`config.mk`:
```
export PLATFORM = sky130hd
export DESIGN_NAME = data_memory_ctrl
export DESIGN_NICKNAME = d
export VERILOG_FILES = /design/src/rtl/data_memory_ctrl.sv
export SDC_FILE = /design/constraint.sdc
export NUM_CORES = 2
export LEC_CHECK = 0
export CAP_MARGIN = 5
export CORE_ASPECT_RATIO = 0.5
export CORE_MARGIN = 4
export CORE_UTILIZATION = 45
export CTS_BUF_LIST = sky130_fd_sc_hd__clkbuf_16
export CTS_CLUSTER_DIAMETER = 150
export DETAILED_ROUTE_END_ITERATION = 6
export HOLD_SLACK_MARGIN = 0.06
export PLACE_DENSITY = 0.72
export RECOVER_POWER = 25
export SLEW_MARGIN = 0
export SYNTH_ARGS = -nofsm -noshare
export SYNTH_HDL_FRONTEND = slang
export SYNTH_SLANG_ARGS = --single-unit
```
`constraint.sdc`:
```
create_clock -name clk -period 12.4 [get_ports clk]
set_input_delay 1.86 -clock clk [delete_from_list [all_inputs] [get_ports clk]]
set_output_delay 1.86 -clock clk [all_outputs]
set_load 0.02 [all_outputs]
```
`src/rtl/data_memory_ctrl.sv`:
```
// Multi-cycle byte-wide data memory with a BUSYWAIT stall. Each access is
// latched on capture and then committed ACCESS_LAT-1 edges later.
module data_memory_ctrl #(
   parameter int ADDR_W     = 8,
   parameter int DATA_W     = 8,
   parameter int ACCESS_LAT = 5
) (
   input  logic              clk,
   input  logic              reset,
   input  logic              read,
   input  logic              write,
   input  logic [ADDR_W-1:0] address,
   input  logic [DATA_W-1:0] writedata,
   output logic [DATA_W-1:0] readdata,
   output logic              busywait
);

   localparam int CNT_W = $clog2(ACCESS_LAT + 1);
   localparam logic [CNT_W-1:0] CNT_ZERO = {CNT_W{1'b0}};
   localparam logic [CNT_W-1:0] CNT_ONE  = {{(CNT_W-1){1'b0}}, 1'b1};
   localparam logic [CNT_W-1:0] CNT_LOAD = CNT_W'(ACCESS_LAT - 1);

   typedef enum logic [1:0] {
      IDLE = 2'd0,
      BUSY = 2'd1,
      DONE = 2'd2
   } state_t;

   state_t              state_r;
   state_t              next_state_s;
   logic [CNT_W-1:0]    cnt_r;
   logic [ADDR_W-1:0]   addr_r;
   logic [DATA_W-1:0]   data_r;
   logic                op_write_r;
   logic [DATA_W-1:0]   readdata_r;
   logic                busywait_s;
   logic                req_s;
   logic                commit_s;
   logic [DATA_W-1:0]   mem_r [0:(2**ADDR_W)-1];

   assign req_s    = read | write;
   assign commit_s = (state_r == BUSY) && (cnt_r == CNT_ONE);

   // State register
   always_ff @(posedge clk) begin
      if (reset) begin
         state_r <= IDLE;
      end else begin
         state_r <= next_state_s;
      end
   end

   // Next-state logic
   always_comb begin
      next_state_s = IDLE;
      case (state_r)
         IDLE: begin
            if (req_s) begin
               next_state_s = BUSY;
            end else begin
               next_state_s = IDLE;
            end
         end
         BUSY: begin
            if (cnt_r == CNT_ONE) begin
               next_state_s = DONE;
            end else begin
               next_state_s = BUSY;
            end
         end
         // DONE never looks at the strobes, so a held request cannot retrigger.
         DONE:    next_state_s = IDLE;
         default: next_state_s = IDLE;
      endcase
   end

   // Output logic: the stall starts combinationally in the request cycle
   always_comb begin
      busywait_s = 1'b0;
      case (state_r)
         IDLE:    busywait_s = req_s;
         BUSY:    busywait_s = 1'b1;
         DONE:    busywait_s = 1'b0;
         default: busywait_s = 1'b0;
      endcase
   end

   // Request capture and latency counter
   always_ff @(posedge clk) begin
      if (reset) begin
         cnt_r      <= CNT_ZERO;
         addr_r     <= {ADDR_W{1'b0}};
         data_r     <= {DATA_W{1'b0}};
         op_write_r <= 1'b0;
      end else begin
         case (state_r)
            IDLE: begin
               if (req_s) begin
                  cnt_r      <= CNT_LOAD;
                  addr_r     <= address;
                  data_r     <= writedata;
                  op_write_r <= write;
               end
            end
            BUSY:    cnt_r <= cnt_r - CNT_ONE;
            default: cnt_r <= cnt_r;
         endcase
      end
   end

   // Memory array: not cleared by reset, and a reset edge drops a pending write
   always_ff @(posedge clk) begin
      if (!reset && commit_s && op_write_r) begin
         mem_r[addr_r] <= data_r;
      end
   end

   // Load data register, updated only by a completed read
   always_ff @(posedge clk) begin
      if (reset) begin
         readdata_r <= {DATA_W{1'b0}};
      end else if (commit_s && !op_write_r) begin
         readdata_r <= mem_r[addr_r];
      end
   end

   assign readdata = readdata_r;
   assign busywait = busywait_s;

endmodule

```
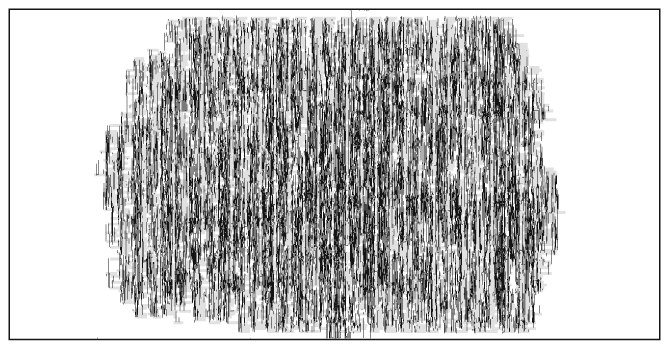
Fig. 1. The metal 2 layer.
main direction: vertical
nets with wire on the layer: 3644
longest straight run: 124 um
wire length on this layer: 96.7 mm
share of all routed wire: 45%

==> run notes <==
Notes on the flow run.

- The footprint of the flip-flops and latches is 62100 um2, for reference.
- The required arrival time at the worst endpoint is 12.85 ns, for reference.
- The internal portion of total power is 0.0112 W, for reference.
- The cell family contributing the most delay on the critical path is buffers and inverters, for reference.
- The run finished, with violations left.
- Along the worst hold path, the cell count comes to 2.
- For the completed layout, the total cell area is recorded as 89300 um2.
- The final count of pins violating max slew is 1252, for reference.
- The total placed cells including tap cells is 6199, for reference.
- Compared with the post-synthesis result, the final layout area differs by 10.1%.
- The synthesis warning total is 0, for reference.
- Per the OpenROAD power report, leakage power amounts to 26.7 nW.
- Switching power as a fraction of the total was reported as 22.2%.
- Per the OpenROAD floorplan log, the area of the core is 178000 um2.
- Wires add up to 213 mm.
- The fraction of layout instances using a drive strength above 1 is 20.1%, for reference.
- Summed over all failing endpoints, the final setup total negative slack is 0 ns.
- The antenna diode instance count is 7, for reference.
- Summing over the stages, the warning tally comes to 42.
- The final worst slack is 6.10 ns, for reference.
- The clock sink count is 2078, for reference.
- In this run the maximum-capacitance check reported violations numbering 20.
- The post-synth count of flops with an enable pin is 2048.
- TritonCTS created 180 clock buffers.
- The count of buffering cells on the critical path with inverters included is 2, for reference.
- CTS reports a maximum clock tree buffer depth of 3.
- The script extracted a net switching power of 0.00320 W.
- The last element of the critical path is mem_r[152][2], for reference.
- In this design, the stage delay of the slowest critical-path cell is 3.23 ns.
- The flow reported a cell area power density of 161 nW/um2.
- The final reports fail on max-capacitance violations, max-slew violations.
- The vias after detailed routing is 41421, for reference.
- The count of cells along the worst register-to-register path is 2, for reference.
- Once the clock tree was built, the setup fixing pass inserted 0 buffers.
- The largest clock skew in the final design is 0.0343 ns, for reference.
- The via count of the first global-routing pass came to 40919.
- After the last flow step, the layout net total stands at 4017.
- The cell sitting at the root of the clock tree is a clkbuf_16.
- The skew report gives the latency at the later pin of the worst-skew pair as 0.82 ns.
- Per the post-route antenna check, the number of violating nets is 0.
- The floorplan has 109 rows.
- In the final report, the number of endpoints failing setup comes to 0.
- TritonRoute output was used to compute an average wire per cell of 32.6 um.
- The largest cell class by area is sequential cells.
- The floorplan step set the die height to 308 um.
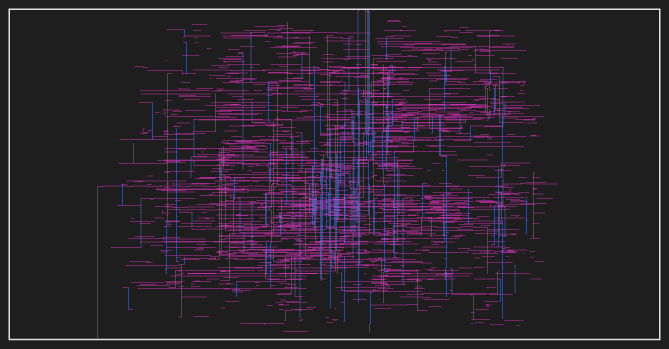
Fig. 2. Metal layers overlaid.
Only two layers are drawn.
legend:
  metal 4:
    colour: blue
    wire_length: 8930 um
  metal 3:
    colour: magenta
    wire_length: 28.5 mm

==> registers in the layout, indices dropped and copies added (netlist names) <==
signal / count
op_write_r: 1
data_r: 8
state_r: 2
addr_r: 8
mem_r: 2048
cnt_r: 3
readdata: 8
==> power groups by stage <==
stage | Sequential [W] | Clock [W] | Combinational, W
floorplan | 0.00804 | 0 | 0.000556
global placement | 0.00798 | 0 | 0.000949
detailed placement | 0.00798 | 0 | 0.000958
CTS | 0.00782 | 0.00564 | 0.000961
global route | 0.00784 | 0.00596 | 0.00101
finish | 0.00784 | 0.00561 | 0.000975
==> layer usage <==
layer | global-route usage [%] | wire, um | up-vias
met4 | 9.34 | 8930 | 8
li1 | - | - | 16428
met1 | 30.8 | 78800 | 21436
met5 | 0 | 128 | -
met3 | 7.28 | 28500 | 472
met2 | 33.8 | 96700 | 3077
Power figures rest on the tool's default switching activity, not on a simulated workload.
